File: src/rtl/key_step_pkg.sv
// Shared types and constants for the key step conditioner.
// Step codes, FSM states and synchronizer reset values.
package key_step_pkg;

  typedef enum logic [1:0] {
    IDLE,
    PRESS_WAIT,
    HELD,
    RELEASE_WAIT
  } state_t;

  localparam logic [1:0] STEP_HOLD = 2'b00;
  localparam logic [1:0] STEP_INC1 = 2'b01;
  localparam logic [1:0] STEP_INC2 = 2'b10;
  localparam logic [1:0] STEP_DEC1 = 2'b11;

  localparam logic       KEY_RST  = 1'b1;
  localparam logic [1:0] MODE_RST = 2'b00;

endpackage

File: src/rtl/sync_2ff.sv
// Two-flop synchronizer for asynchronous inputs.
// Synchronous active-high reset loads RESET_VAL into both stages.
module sync_2ff #(
  parameter int               WIDTH     = 1,
  parameter logic [WIDTH-1:0] RESET_VAL = '0
) (
  input  logic             clk,
  input  logic             reset,
  input  logic [WIDTH-1:0] d,
  output logic [WIDTH-1:0] q
);

  logic [WIDTH-1:0] meta;

  // Two-stage resynchronization into clk domain
  always_ff @(posedge clk) begin
    if (reset) begin
      meta <= RESET_VAL;
      q    <= RESET_VAL;
    end else begin
      meta <= d;
      q    <= meta;
    end
  end

endmodule

File: src/rtl/key_step_conditioner.sv
// Debounces an active-low key and latches the step mode,
// producing a one-cycle step strobe with optional auto-repeat.
module key_step_conditioner
  import key_step_pkg::*;
#(
  parameter int DEBOUNCE_CYCLES = 500000,
  parameter int REPEAT_EN       = 1,
  parameter int REPEAT_DELAY    = 25000000,
  parameter int REPEAT_PERIOD   = 5000000,
  parameter int CNT_W           = 25
) (
  input  logic       clk,
  input  logic       reset,
  input  logic       key_n,
  input  logic [1:0] mode_sw,
  output logic       step_valid,
  output logic [1:0] step_code,
  output logic       key_held
);

  localparam logic [CNT_W-1:0] DB_LAST  = CNT_W'(DEBOUNCE_CYCLES - 1);
  localparam logic [CNT_W-1:0] DLY_LAST = CNT_W'(REPEAT_DELAY - 1);
  localparam logic [CNT_W-1:0] PER_LAST = CNT_W'(REPEAT_PERIOD - 1);
  localparam logic [CNT_W-1:0] ONE      = CNT_W'(1);

  logic             key_s;
  logic [1:0]       mode_s;

  state_t           state, state_d;
  logic [CNT_W-1:0] dcnt, dcnt_d;
  logic [CNT_W-1:0] rcnt, rcnt_d;
  logic             first, first_d;
  logic             valid_d;
  logic [1:0]       code_d;
  logic             held_d;
  logic [CNT_W-1:0] thr_last;

  sync_2ff #(
    .WIDTH     (1),
    .RESET_VAL (KEY_RST)
  ) u_sync_key (
    .clk   (clk),
    .reset (reset),
    .d     (key_n),
    .q     (key_s)
  );

  sync_2ff #(
    .WIDTH     (2),
    .RESET_VAL (MODE_RST)
  ) u_sync_mode (
    .clk   (clk),
    .reset (reset),
    .d     (mode_sw),
    .q     (mode_s)
  );

  assign thr_last = first ? DLY_LAST : PER_LAST;

  // State, counters and registered outputs
  always_ff @(posedge clk) begin
    if (reset) begin
      state      <= IDLE;
      dcnt       <= '0;
      rcnt       <= '0;
      first      <= 1'b0;
      step_valid <= 1'b0;
      step_code  <= STEP_HOLD;
      key_held   <= 1'b0;
    end else begin
      state      <= state_d;
      dcnt       <= dcnt_d;
      rcnt       <= rcnt_d;
      first      <= first_d;
      step_valid <= valid_d;
      step_code  <= code_d;
      key_held   <= held_d;
    end
  end

  // Debounce / repeat next-state and output decode
  always_comb begin
    state_d = state;
    dcnt_d  = dcnt;
    rcnt_d  = rcnt;
    first_d = first;
    valid_d = 1'b0;
    code_d  = step_code;
    held_d  = key_held;
    unique case (state)
      IDLE: begin
        if (!key_s) begin
          state_d = PRESS_WAIT;
          dcnt_d  = '0;
        end
      end
      PRESS_WAIT: begin
        if (key_s) begin
          state_d = IDLE;
        end else if (dcnt == DB_LAST) begin
          state_d = HELD;
          code_d  = mode_s;
          held_d  = 1'b1;
          rcnt_d  = '0;
          first_d = 1'b1;
          valid_d = (mode_s != STEP_HOLD);
        end else begin
          dcnt_d = dcnt + ONE;
        end
      end
      HELD: begin
        if (key_s) begin
          state_d = RELEASE_WAIT;
          dcnt_d  = '0;
        end else if (REPEAT_EN != 0) begin
          if (rcnt == thr_last) begin
            valid_d = (step_code != STEP_HOLD);
            rcnt_d  = '0;
            first_d = 1'b0;
          end else begin
            rcnt_d = rcnt + ONE;
          end
        end
      end
      RELEASE_WAIT: begin
        if (!key_s) begin
          state_d = HELD;
          rcnt_d  = '0;
          first_d = 1'b1;
        end else if (dcnt == DB_LAST) begin
          state_d = IDLE;
          held_d  = 1'b0;
        end else begin
          dcnt_d = dcnt + ONE;
        end
      end
      default: state_d = IDLE;
    endcase
  end

endmodule

File: config.mk
export PLATFORM = sky130hd
export DESIGN_NAME = key_step_conditioner
export DESIGN_NICKNAME = d
export VERILOG_FILES = /design/src/rtl/key_step_pkg.sv /design/src/rtl/sync_2ff.sv /design/src/rtl/key_step_conditioner.sv
export SDC_FILE = /design/constraint.sdc
export NUM_CORES = 1
export LEC_CHECK = 0
export CORE_MARGIN = 2
export CORE_UTILIZATION = 56
export DETAILED_ROUTE_END_ITERATION = 10
export PLACE_DENSITY = 0.82
export RECOVER_POWER = 50
export REMOVE_ABC_BUFFERS = 1
export SYNTH_ARGS = -nofsm -noshare
export SYNTH_HDL_FRONTEND = slang
export SYNTH_HIERARCHICAL = 1
export SYNTH_SLANG_ARGS = --single-unit
File: constraint.sdc
create_clock -name clk -period 2.22 [get_ports clk]
set_input_delay 0.333 -clock clk [delete_from_list [all_inputs] [get_ports clk]]
set_output_delay 0.333 -clock clk [all_outputs]
set_load 0.02 [all_outputs]
**Run 1: routed metal, one colour a layer**

Two of the layers only.
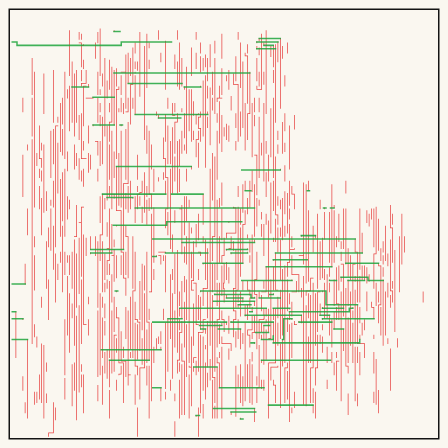
[green] metal 3 | wire length: 649 um
[red] metal 2 | wire length: 4,600 um
wire length per cell: 17.7 um
via total after detailed routing: 3,661
total wire length after detailed routing: 9.83 mm

**Run 1: a small window of the routed layout**

The bar under the picture is 10 um long. Region (27, 27) to (57, 57) um. Cells in grey, sequential cells in the stronger grey; small squares are vias.
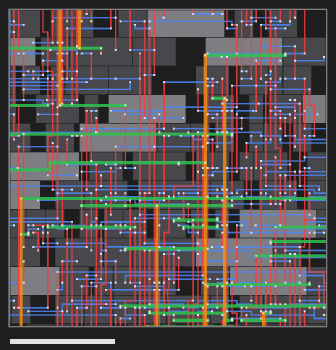
[orange] metal 4
[red] metal 2
[blue] metal 1
[green] metal 3
most frequent: buf_4 (11), dfxtp_1 (9), nand2_1 (6)
sequential cells in the window: 9
netlist names of flops here include: `dcnt` (7), `rcnt` (2)
cells with their middle in the window: 81

**Run 1: metal 1**

Supply wires on this layer in grey.
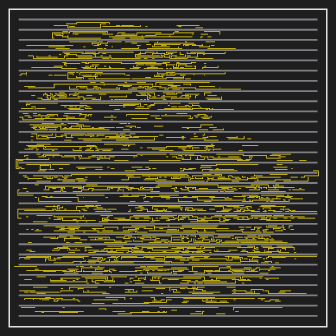
wire length on this layer: 4,220 um
share of all routed wire: 43%
longest straight run: 30.8 um
nets with wire on the layer: 450
M1 GR Usage: 35.4%

==> summary.rpt, run 1 <==
PHYSICAL IMPLEMENTATION REPORT
----------------------------------------------------
[Power and ir drop]
  Power of the sequential group ........................ 1.18 mW
  Share of power burned in the clock network ........................ 34.5%
  Total net switching power ........................ 1.05 mW
  Worst VDD drop ........................ 0.512 mV
  Total power of the final layout ........................ 3.15 mW
  Net Sw Frac ........................ 33.4%

[Worst setup path]
  Crit path launch type ........................ flip-flop
  Crit-path leading delay family ........................ AND-OR/OR-AND gates
  End of the worst register-to-register path ........................ dcnt[24]$_SDFFE_PP0P_
  Type of the setup path with the least slack ........................ reg2reg
  CP endpoint kind ........................ flip-flop
  Buffer-and-inverter tally for the worst setup path ........................ 2

[Floorplan]
  Std-Cell Core Area ........................ 0.00628 sq mm
  Die Outline Area ........................ 0.00708 sq mm

[Outcome]
  Result of the run ........................ finished with violations
  Violations in the final reports ........................ setup timing

[Detailed routing]
  Detailed-routed wire length on met3 ........................ 648 um
  # DRC ........................ 0
  First-iteration detailed-routing DRC count ........................ 365
  Uppermost metal layer occupied by signal nets ........................ met4

[Timing]
  Setup-failing EPs final ........................ 1
  Slack of the critical path ........................ -48.9 ps
  Crit share post-route ........................ 102%

[Yosys]
  Synth Area per Inst ........................ 8.52 sq um
  Distinct lib cells used ........................ 59
  Dominant cell by count in the synthesized netlist ........................ sky130_fd_sc_hd__dfxtp_1

[Clock tree]
  Total number of clock tree sinks ........................ 63

[Placed design]
  # placed instances ........................ 533

[GRT]
  First-pass GRT wire length ........................ 15.6 mm
  Via count of the first global-routing pass ........................ 3,297

[Hold path]
  Cell depth of the worst hold path ........................ 1

[Run]
  Count of tool warnings ........................ 28

----------------------------------------------------
-- run 1: cell type report --
type                            instances  share of cell area (%)
Multi-Input combinational cell        326                    51.9
Sequential cell                        63                    28.9
Timing Repair Buffer                   63                    11.3
Clock buffer                           10                    2.92
Tap cell                               77                    2.21
Clock inverter                          6                    1.95
Inverter                                9                   0.773
-- run 1: cell families after synthesis --
logic type	count (synthesis)	synth area share (%)
AND-OR/OR-AND	111	23.7
XOR/XNOR	1	0.244
adder cells (fa/ha/maj)	6	2.09
buffers and inverters	33	4.24
flip-flops	63	35.1
multiplexers	9	2.51
AND/OR/NAND/NOR	199	32.1
-- run 1: metal layers --
layer / vias to the layer above / GRT usage, %
li1: 1736 / -
met2: 156 / 43.7
met3: 38 / 5.11
met1: 1731 / 35.4
met4: 0 / 13.3
met5: - / 0
**Run 1: M4 wires**

Supply wires on this layer in grey.
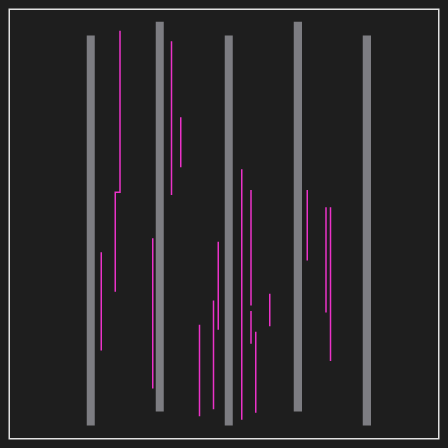

## Run 2: what changed since run 1
ABC_AREA = 0   (was unset)
CORE_ASPECT_RATIO = 2   (was unset)
**Run 2: M4 wires**

Supply wires on this layer in grey.
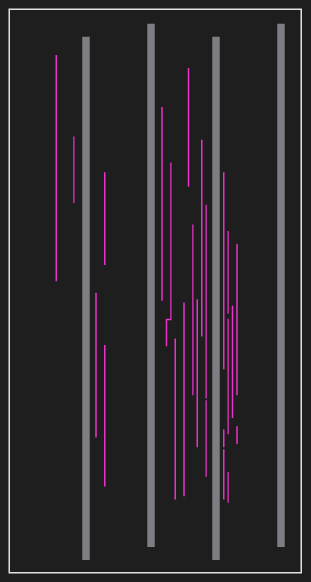
main direction: vertical
wire length on this layer: 637 um
share of all routed wire: 6.4%
via total after detailed routing: 3,607
total wire length after detailed routing: 9.94 mm

**Run 2: a small window of the routed layout**

The bar under the picture is 10 um long. Region (15, 44) to (45, 74) um. Cells in grey, sequential cells in the stronger grey; small squares are vias.
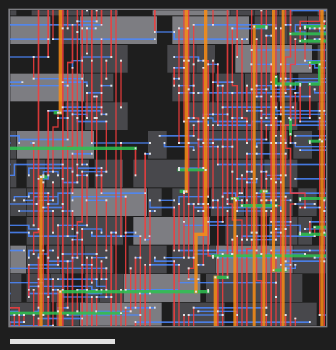
[blue] metal 1
[green] metal 3
[orange] metal 4
[red] metal 2
netlist names of flops here include: `dcnt` (5), `rcnt` (4)
cells with their middle in the window: 73
most frequent: dfxtp_1 (10), nand2_1 (8), nand3_1 (7)
sequential cells in the window: 11

==> summary.rpt, run 2 <==
PHYSICAL IMPLEMENTATION REPORT
----------------------------------------------------
[Worst setup path]
  CP endpoint kind ........................ flip-flop
  End of the worst register-to-register path ........................ rcnt[6]$_SDFFE_PP0P_
  Crit path launch type ........................ flip-flop
  Type of the setup path with the least slack ........................ reg2reg

[Floorplan]
  Number of primary I/O pins ........................ 9
  Tap Cells ........................ 86
  Std-Cell Core Area ........................ 0.00626 sq mm
  Die Outline Area ........................ 0.00712 sq mm
  Die extent in y ........................ 117 um

[Layout]
  Leading cell kind ........................ combinational gates
  Logic share of the area ........................ 52.3%
  Seq cells ........................ 63
  Count of plain and timing-repair buffers in the layout ........................ 46
  Non-clock buffer area fraction after layout ........................ 8.84%
  Count of inverters not on the clock network in the layout ........................ 9
  Flop share of the area ........................ 29.2%

[Yosys]
  Simple-Gate Area Share ........................ 32.1%
  Adder-Cell Fraction of Synth Area ........................ 2.09%
  Area fraction in compound gates after synthesis ........................ 23.7%
  Post-synth mux share ........................ 2.51%
  Synth Area per Inst ........................ 8.52 sq um
  Distinct lib cells used ........................ 59
  XORs/XNORs by Area ........................ 0.244%
  Dominant cell by count in the synthesized netlist ........................ sky130_fd_sc_hd__dfxtp_1

[Power and ir drop]
  Worst VDD drop ........................ 0.492 mV
  Total net switching power ........................ 1.07 mW
  Share of power burned in the clock network ........................ 39.6%
  Power of the sequential group ........................ 1.19 mW
  Total power of the final layout ........................ 3.31 mW

[Detailed routing]
  First-iteration detailed-routing DRC count ........................ 355
  Antenna violation net count after detailed routing ........................ 0
  # DRC ........................ 0
  Wire length per cell ........................ 18.2 um

[Timing]
  Setup-failing EPs final ........................ 0
  Number of slew-limit violations in the final report ........................ 0
  Slack of the critical path ........................ 81.2 ps

[GRT]
  First-pass GRT wire length ........................ 16.4 mm

[Clock tree]
  Buffers from clock root to sink, at most ........................ 2
  Total number of clock tree sinks ........................ 63

[Run]
  Count of tool warnings ........................ 29

[Outcome]
  Result of the run ........................ finished clean

----------------------------------------------------
==> run 2: critical path, stage by stage, from the launching register on <==
cell,delay (ps)
sky130_fd_sc_hd__dfxtp_2,330
sky130_fd_sc_hd__nor4_4,280
sky130_fd_sc_hd__buf_4,180
sky130_fd_sc_hd__and4_4,230
sky130_fd_sc_hd__a31oi_4,100
sky130_fd_sc_hd__buf_12,180
sky130_fd_sc_hd__or4_4,520
sky130_fd_sc_hd__a211oi_2,240
==> run 2: layer usage <==
metal / track usage [%] / wire length, um / up-vias
li1: - / - / 1700
met1: 30.2 / 3500 / 1715
met2: 52.6 / 5380 / 139
met3: 6.39 / 417 / 53
met4: 17.9 / 637 / 0
met5: 0 / 0 / -
Power and IR drop assume default switching activity.
